Fig. 1: placed cells, one colour a class
Drawn at 1 px/micron. Fill, decap, tap and diode cells in grey.
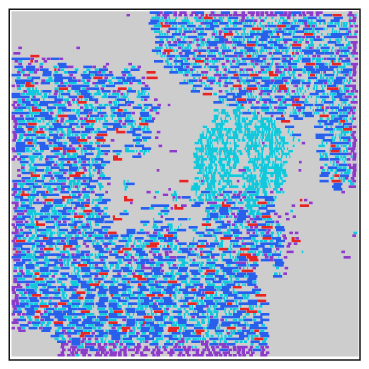
Fig. 2: metal 3
Drawn at 1.5 px/micron.
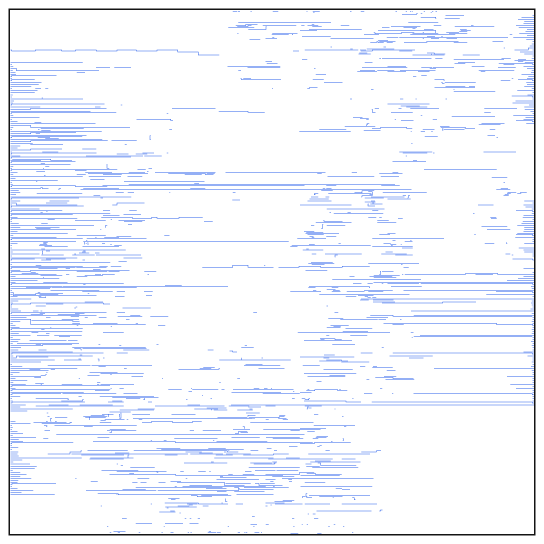
Fig. 3: routing congestion
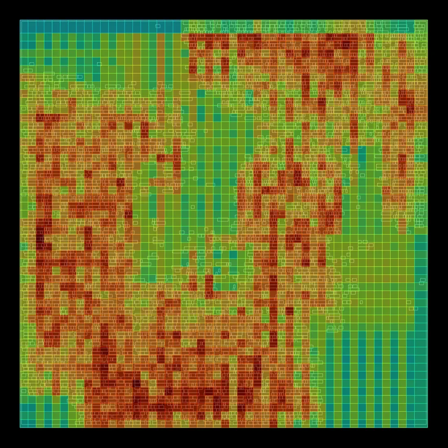
## src/rtl/mod_sub_serial.sv

```systemverilog
// Word-serial modular subtractor: diff = (a - b) mod P, one W-bit limb per clock.
// A raw subtract pass runs first; P is added back in a second pass only when it underflowed.
module mod_sub_serial #(
    parameter int unsigned   N = 256,
    parameter int unsigned   W = 32,
    parameter logic [N-1:0]  P = {1'b0, {(N-1){1'b1}}} - N'(18)
) (
    input  logic         clk,
    input  logic         rst,
    input  logic         in_valid,
    output logic         in_ready,
    input  logic [N-1:0] a,
    input  logic [N-1:0] b,
    output logic         out_valid,
    input  logic         out_ready,
    output logic [N-1:0] diff,
    output logic         borrow
);

    localparam int unsigned K  = N / W;
    localparam int unsigned IW = (K > 1) ? $clog2(K) : 1;
    localparam logic [IW-1:0] LAST = IW'(K - 1);

    typedef enum logic [1:0] {IDLE, SUB, FIX, DONE} state_t;

    state_t        state_q;
    logic [N-1:0]  a_q, b_q, work_q, diff_q;
    logic [IW-1:0] idx_q;
    logic          c_q, borrow_q, in_ready_q, out_valid_q;

    logic [W:0]    sum_d;
    logic [N-1:0]  shifted_d;

    // Both passes share one limb datapath; operands shift down, results shift in from the top.
    always_comb begin
        sum_d = '0;
        if (state_q == FIX) begin
            sum_d = {1'b0, a_q[W-1:0]} + {1'b0, b_q[W-1:0]} + {{W{1'b0}}, c_q};
        end else begin
            sum_d = {1'b0, a_q[W-1:0]} - {1'b0, b_q[W-1:0]} - {{W{1'b0}}, c_q};
        end
        shifted_d = {sum_d[W-1:0], work_q[N-1:W]};
    end

    always_ff @(posedge clk or posedge rst) begin
        if (rst) begin
            state_q     <= IDLE;
            a_q         <= '0;
            b_q         <= '0;
            work_q      <= '0;
            diff_q      <= '0;
            idx_q       <= '0;
            c_q         <= 1'b0;
            borrow_q    <= 1'b0;
            in_ready_q  <= 1'b1;
            out_valid_q <= 1'b0;
        end else begin
            case (state_q)
                IDLE: begin
                    if (in_valid) begin
                        a_q        <= a;
                        b_q        <= b;
                        idx_q      <= '0;
                        c_q        <= 1'b0;
                        in_ready_q <= 1'b0;
                        state_q    <= SUB;
                    end
                end
                SUB: begin
                    work_q <= shifted_d;
                    a_q    <= a_q >> W;
                    b_q    <= b_q >> W;
                    c_q    <= sum_d[W];
                    if (idx_q == LAST) begin
                        idx_q <= '0;
                        if (sum_d[W]) begin
                            // Underflow: the wrapped difference becomes the addend for the P pass.
                            a_q     <= shifted_d;
                            b_q     <= P;
                            c_q     <= 1'b0;
                            state_q <= FIX;
                        end else begin
                            diff_q      <= shifted_d;
                            borrow_q    <= 1'b0;
                            out_valid_q <= 1'b1;
                            state_q     <= DONE;
                        end
                    end else begin
                        idx_q <= idx_q + 1'b1;
                    end
                end
                FIX: begin
                    work_q <= shifted_d;
                    a_q    <= a_q >> W;
                    b_q    <= b_q >> W;
                    c_q    <= sum_d[W];
                    if (idx_q == LAST) begin
                        // Carry out of the top limb is dropped; it cancels the earlier wrap.
                        idx_q       <= '0;
                        c_q         <= 1'b0;
                        diff_q      <= shifted_d;
                        borrow_q    <= 1'b1;
                        out_valid_q <= 1'b1;
                        state_q     <= DONE;
                    end else begin
                        idx_q <= idx_q + 1'b1;
                    end
                end
                DONE: begin
                    if (out_ready) begin
                        out_valid_q <= 1'b0;
                        in_ready_q  <= 1'b1;
                        state_q     <= IDLE;
                    end
                end
                default: state_q <= IDLE;
            endcase
        end
    end

    assign in_ready  = in_ready_q;
    assign out_valid = out_valid_q;
    assign diff      = diff_q;
    assign borrow    = borrow_q;

endmodule

```

## config.mk

```make
export PLATFORM = sky130hd
export DESIGN_NAME = mod_sub_serial
export DESIGN_NICKNAME = d
export VERILOG_FILES = /design/src/rtl/mod_sub_serial.sv
export SDC_FILE = /design/constraint.sdc
export NUM_CORES = 2
export LEC_CHECK = 0
export CAP_MARGIN = 20
export CORE_UTILIZATION = 40
export DETAILED_ROUTE_END_ITERATION = 8
export GPL_ROUTABILITY_DRIVEN = 0
export HOLD_SLACK_MARGIN = 0.12
export PLACE_DENSITY = 0.73
export SLEW_MARGIN = 20
export SYNTH_ARGS = -nofsm -noshare
export SYNTH_HDL_FRONTEND = slang
export SYNTH_SLANG_ARGS = --single-unit
```

## constraint.sdc

```tcl
create_clock -name clk -period 91.1 [get_ports clk]
set_input_delay 13.665 -clock clk [delete_from_list [all_inputs] [get_ports clk]]
set_output_delay 13.665 -clock clk [all_outputs]
set_load 0.1 [all_outputs]
```

==> results.txt <==
run results: Seq/total area=0.4126, initial antenna violation count=69, CP max FO=75, RSZ-0062 raised after global routing=false, Clock Pin Slew Worst Setup and Hold Paths=70 ps, # clk buffers=160, first drt pass iteration count=6, Max-Cap Viols=0, Storage cell area=0.02505 sq mm, Die H=349.3 microns, Post-DP HPWL=131100 microns, fp util=0.4027, Top cells by area=dfrtp_1 52%, mux2_2 10%, a21oi_1 5.1%, top sig layer=met5, overall routing resource usage=0.2961, slowest cell on the critical path=buf_4, status=completed, AND-OR/OR-AND share of the synthesized area=0.1639, WP data required=91760 ps, EDFF count, synth=0, WP depth=9, CP cell instances=clkdlybuf4s50_1, nand2b_1, nor2b_4, buf_4, o2111a_4, buf_4, buf_4, a221oi_1, nand2_1, Row Count=127, Final ANT Viol Nets=0, layout cells sized above 1=0.1304, WL met3=18880 microns, Area Overhead vs Synth=25.83%, cell area after layout=0.06072 sq mm, Post-synth regs=1001, mapped cell area=0.04825 sq mm, Worst setup SP type=input port, ClkCell Share=0.06098, CP most frequent cell=buf_4, via count of the routed design=41140, critical path arrival=17800 ps
-- Fig. 1 (at the start) --
[red] clock drivers and dummy loads | cells: 198 | share of their area: 6.3%
[blue] flip-flops | cells: 1001 | share of their area: 43%
[cyan] all other logic | cells: 3353 | share of their area: 37%
[purple] other buffers and delay cells | cells: 822 | share of their area: 14%

-- Fig. 2 (at the start) --
longest straight run: 220 microns
main direction: horizontal
share of all routed wire: 10%
wire length on this layer: 18900 microns
nets with wire on the layer: 885

-- Fig. 3 (at the start) --
met2 usage: 0.4382
M1 GR Usage: 0.3903

